File: src/rtl/dsp_chain_3_fp16_sop2_result_drain_8.sv
// dsp_chain_3_fp16_sop2_result_drain_8: two-frame buffer serializing wide result frames into lane words
module dsp_chain_3_fp16_sop2_result_drain_8 #(
  parameter int NUM_LANES = 8,
  parameter int LANE_W = 32
) (
  input  logic                         clk,
  input  logic                         reset,
  input  logic                         in_valid,
  input  logic [NUM_LANES*LANE_W-1:0]  in_data,
  output logic                         in_ready,
  output logic                         out_valid,
  output logic [LANE_W-1:0]            out_data,
  output logic [$clog2(NUM_LANES)-1:0] out_lane,
  output logic                         out_last,
  input  logic                         out_ready,
  output logic [15:0]                  frames_out
);
  localparam int LW = $clog2(NUM_LANES);
  localparam int FW = NUM_LANES * LANE_W;
  logic [FW-1:0] r_slot [2];
  logic          r_wr;
  logic          r_rd;
  logic [1:0]    r_cnt;
  logic [LW-1:0] r_lane;
  logic [15:0]   r_frames;
  logic          w_push;
  logic          w_beat;
  logic          w_lane_last;
  logic          w_last_beat;
  // handshakes and head-of-buffer lane selection, all from registered state
  always_comb begin
    in_ready    = (r_cnt != 2'd2) && !reset;
    out_valid   = (r_cnt != 2'd0) && !reset;
    w_lane_last = r_lane == LW'(NUM_LANES - 1);
    out_last    = out_valid && w_lane_last;
    out_lane    = reset ? '0 : r_lane;
    out_data    = r_slot[r_rd][int'(r_lane) * LANE_W +: LANE_W];
    w_push      = in_valid && in_ready;
    w_beat      = out_valid && out_ready;
    w_last_beat = w_beat && w_lane_last;
    frames_out  = r_frames;
  end
  // frame storage is written only on an accepted push
  always_ff @(posedge clk) begin
    if (w_push) r_slot[r_wr] <= in_data;
  end
  // pointers, occupancy, lane progress and drained-frame counter
  always_ff @(posedge clk) begin
    if (reset) begin
      r_wr     <= 1'b0;
      r_rd     <= 1'b0;
      r_cnt    <= 2'd0;
      r_lane   <= '0;
      r_frames <= 16'd0;
    end else begin
      if (w_push) r_wr <= !r_wr;
      if (w_beat) r_lane <= w_lane_last ? '0 : r_lane + 1'b1;
      if (w_last_beat) begin
        r_rd     <= !r_rd;
        r_frames <= r_frames + 16'd1;
      end
      r_cnt <= r_cnt + {1'b0, w_push} - {1'b0, w_last_beat};
    end
  end
endmodule

File: config.mk
export PLATFORM = sky130hd
export DESIGN_NAME = dsp_chain_3_fp16_sop2_result_drain_8
export DESIGN_NICKNAME = d
export VERILOG_FILES = /design/src/rtl/dsp_chain_3_fp16_sop2_result_drain_8.sv
export SDC_FILE = /design/constraint.sdc
export NUM_CORES = 1
export LEC_CHECK = 0
export ABC_CLOCK_PERIOD_IN_PS = 17060
export CAP_MARGIN = 20
export CORE_MARGIN = 5
export CORE_UTILIZATION = 45
export DETAILED_ROUTE_END_ITERATION = 8
export PLACE_DENSITY_LB_ADDON = 0.15
export REMOVE_ABC_BUFFERS = 1
export SYNTH_ARGS = -nofsm -noshare
export SYNTH_HDL_FRONTEND = slang
export SYNTH_SLANG_ARGS = --single-unit
File: constraint.sdc
create_clock -name clk -period 17.06 [get_ports clk]
set_input_delay 2.559 -clock clk [delete_from_list [all_inputs] [get_ports clk]]
set_output_delay 2.559 -clock clk [all_outputs]
set_load 0.01 [all_outputs]
cell_density.png
The die is cut into 22 by 22 equal tiles; white is low, dark blue is high, 0 to 100% covered.
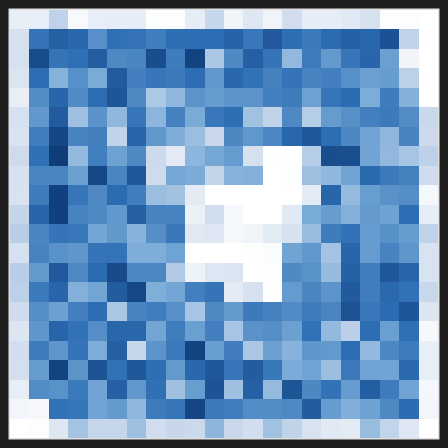
The fullest tile reaches 95%. The emptiest ninth of the die: center. 16% of the tiles are over 75% full. The mean over all tiles is 50%. 6.2% of the tiles are nearly empty.
Core Area: 0.0443 mm²
FP Core Util: 45.7%
fin util: 57.8%

congestion.png
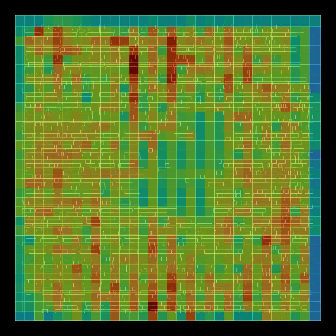
gr busiest metal: met2
M1 GR Usage: 23.7%
GRT Total Usage: 17.6%
Routed WL per cell: 23.3 µm
met2 track demand over resource: 28.7%

layer_met1.png
Supply wires on this layer in gray.
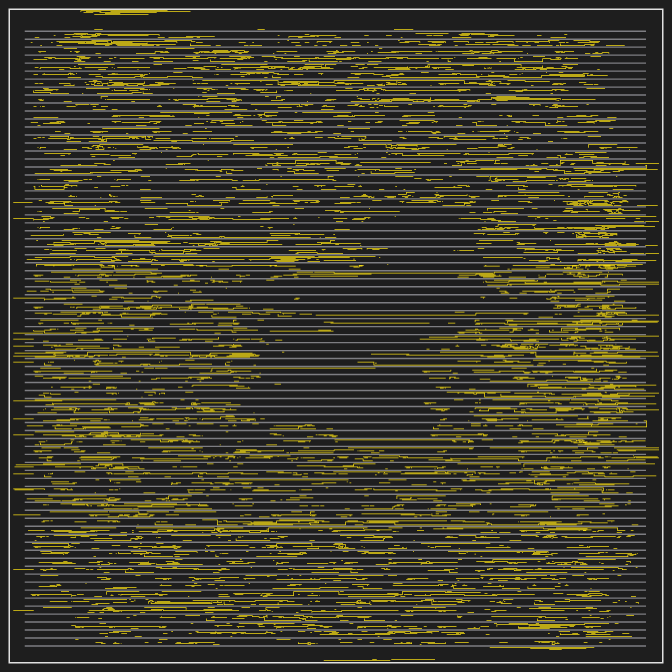
The layer holds 42% of the routed length. The layer carries 18300 µm of wire. 1411 nets have wire on it. The longest straight run is 69.5 µm. The wires run mostly horizontal.
via count: 10100
Final Routed Wirelength: 43900 µm

layer_met4.png
The bar under the picture is 50 µm long. Supply wires on this layer in gray.
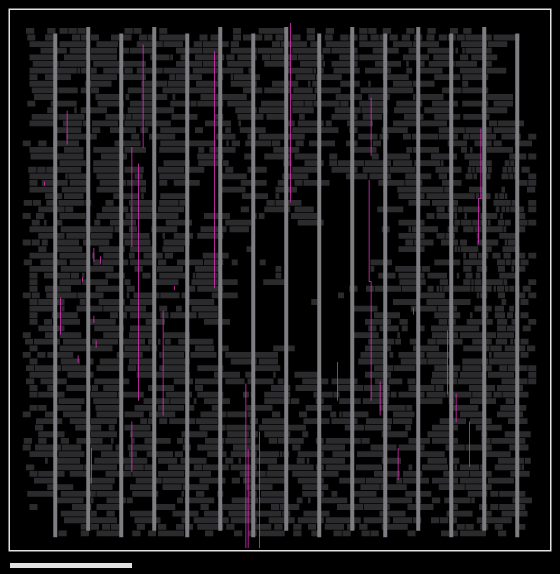
The layer carries 896 µm of wire. The longest straight run is 97.2 µm. The wires run mostly vertical. 19 nets have wire on it. The layer holds 2.0% of the routed length.

placement_by_type.png
The bar under the picture is 50 µm long. Fill, decap, tap and diode cells in gray.
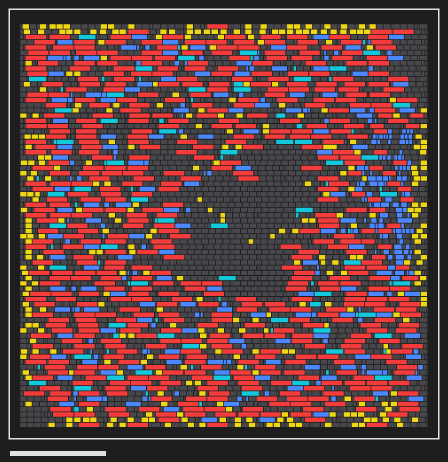
Key: cyan = clock drivers and dummy loads [cells 100, share of their area 6.4%]; yellow = remaining buffers and delay cells [cells 330, share of their area 13%]; red = sequential cells [cells 536, share of their area 64%]; blue = combinational and other logic [cells 321, share of their area 17%]
sequential cell area share: 61.9%
Row Count: 77
Design Area, Final: 0.0256 mm²

==> flow_metrics.tcl <==
# metrics dict for downstream scripts
set metrics [dict create \
    status "completed" \
    p_clk_w 0.00106 \
    stdcell_count 1884 \
    syn_area_per_cell_um2 22.4 \
    viasPerCell 5.36 \
    dominant-cell-class "sequential cells" \
    synth_cells 905 \
    worst_path_largest_cell_delay_ps 890 \
    n_antenna_cell 5 \
    sequential_cell_total 536 \
    grt_max_degree 81 \
    finalSetupViolations 0 \
    die_h_um 222 \
    cts_max_level 2 \
    hold_buffers 0 \
    synth_area_mm2 0.0202 \
    grt_pass1_vias 10900 \
    path_cells "clkdlybuf4s50_1 > o21ba_2 > and2_1 > clkdlybuf4s50_1" \
    r2r_cells 6 \
    swShare_pct 20.2 \
    yosysWarnings 0 \
    async_reset_ff_share_pct 0 \
    post_cts_resized 0 \
    register_area_mm2 0.0159 \
    tritoncts "built" \
    yosys-stat-cells 905 \
    finalClockPeriodUsage_pct 42.6 \
    ys_types 34 \
    critPathMaxFanout 27 \
    p_sw_w 0.000554 \
    postSynthSeqShare_pct 78.3 \
    drive_gt1_share_pct 17.6 \
    place_ws_ps 9780 \
    finClkSkew_ps 9.89 \
    placed_cells 1778 \
    synth_top_area_share_pct 75.9 \
    ant_nets 0 \
    crit_path_end_kind "output pin" \
    dr_wl_met3_um 2870 \
    grt-ovfl-total 0 \
    first_iter_violations 711 \
    cts_root_buffer "clkbuf_16" \
    port_buffers 313 \
    nClkBuffers 80 \
    reg2reg_from "r_cnt[1]$_SDFF_PP0_" \
    rsz0062_at_grt "false" \
    cts_made_buffers 54 \
    top_cells_by_area "edfxtp_1, mux4_2, dfxtp_1" \
    placed_cell_area_mm2 0.0240 \
    die_area_mm2 0.0493 \
    firstDrtPassIters 5 \
    rr_endpoint "r_slot[0][95]$_DFFE_PP_" \
    io_pins 314 \
    hold_viol_final 0 \
    holdCritPathClass "flop to flop" \
    cp-start-kind "input port" \
    dr.max_layer_used "met5" \
    power_w 0.00275 \
    sh_comb_area_pct 16.2 \
    critical_path_class "input port to output pin" \
    fill_cells 3352 \
    hp-start "frames_out[15]$_SDFFE_PP0P_" \
    whs_path_depth 2 \
    max_cap_violations 0 \
    largest_area_cell "edfxtp_1" \
    clock.fmax_ghz 0.138 \
    finalMaxSlewViolations 0 \
    post-cts-setup-buffers 0 \
    taps 592 \
    crit_buf_inv 2 \
    tns_ps 0 \
    wl_met2_um 21700 \
    ff_type "edfxtp_1" \
    antenna_found_initial 15 \
    p_comb_w 0.000181 \
    p_seq_share_pct 54.8 \
]
kinds of logic (layout without fill, tap and decap cells):
family          Yosys count  after routing  share of synthesized area, %
flops                   536            536                          78.3
other cells               0              5                             0
buf+inv                  53            435                          1.39
mux                     131            131                          14.4
xor+xnor                 12             12                         0.519
fa+ha+maj                 5              5                         0.309
simple gates             85             85                          2.13
compound gates           83             83                          2.93
sequential cells by signal, summed over array words and instances (netlist names), named ones only:
register,flops
frames_out,16
r_slot,512
r_cnt,2
r_wr,1
r_lane,3
r_rd,1
layout by cell type, fill, tap and decap left out, drive strengths merged, types with 2 or more instances in the layout:
| cell | count |
|---|---|
| diode | 5 |
| and2 | 2 |
| clkinvlp | 2 |
| nand3 | 4 |
| a21oi | 7 |
| xnor2 | 9 |
| nand2 | 37 |
| nor2 | 16 |
| clkbuf | 80 |
| and3 | 3 |
| ha | 5 |
| nor2b | 6 |
| and4 | 5 |
| a22oi | 64 |
| mux4 | 128 |
| clkinv | 16 |
| or3 | 7 |
| inv | 7 |
| o21ai | 7 |
| clkdlybuf4s50 | 313 |
| mux2 | 2 |
| nand4 | 4 |
| edfxtp | 512 |
| dfxtp | 24 |
| buf | 17 |
| xor2 | 3 |
worst max-delay path by stage:
stage / start / end / slack [ps] / cells past startpoint
after floorplan: reset / r_slot[0][0]$_DFFE_PP_ / 2770 / 3
after global placement: reset / out_last / 9800 / 4
after detailed placement: reset / out_last / 9780 / 4
after CTS: reset / out_last / 9780 / 4
after global routing: reset / out_last / 9650 / 4
final: reset / out_last / 9790 / 4
worst min-delay path, cell delays in order (launching register included):
cell     delay, ps
dfxtp_1        320
o21ai_0         70
a21oi_1         70
metal layers:
metal,track usage (%),up-vias
li1,-,4516
met1,23.7,5192
met2,28.7,294
met3,4.98,77
met4,4.89,20
met5,0,-
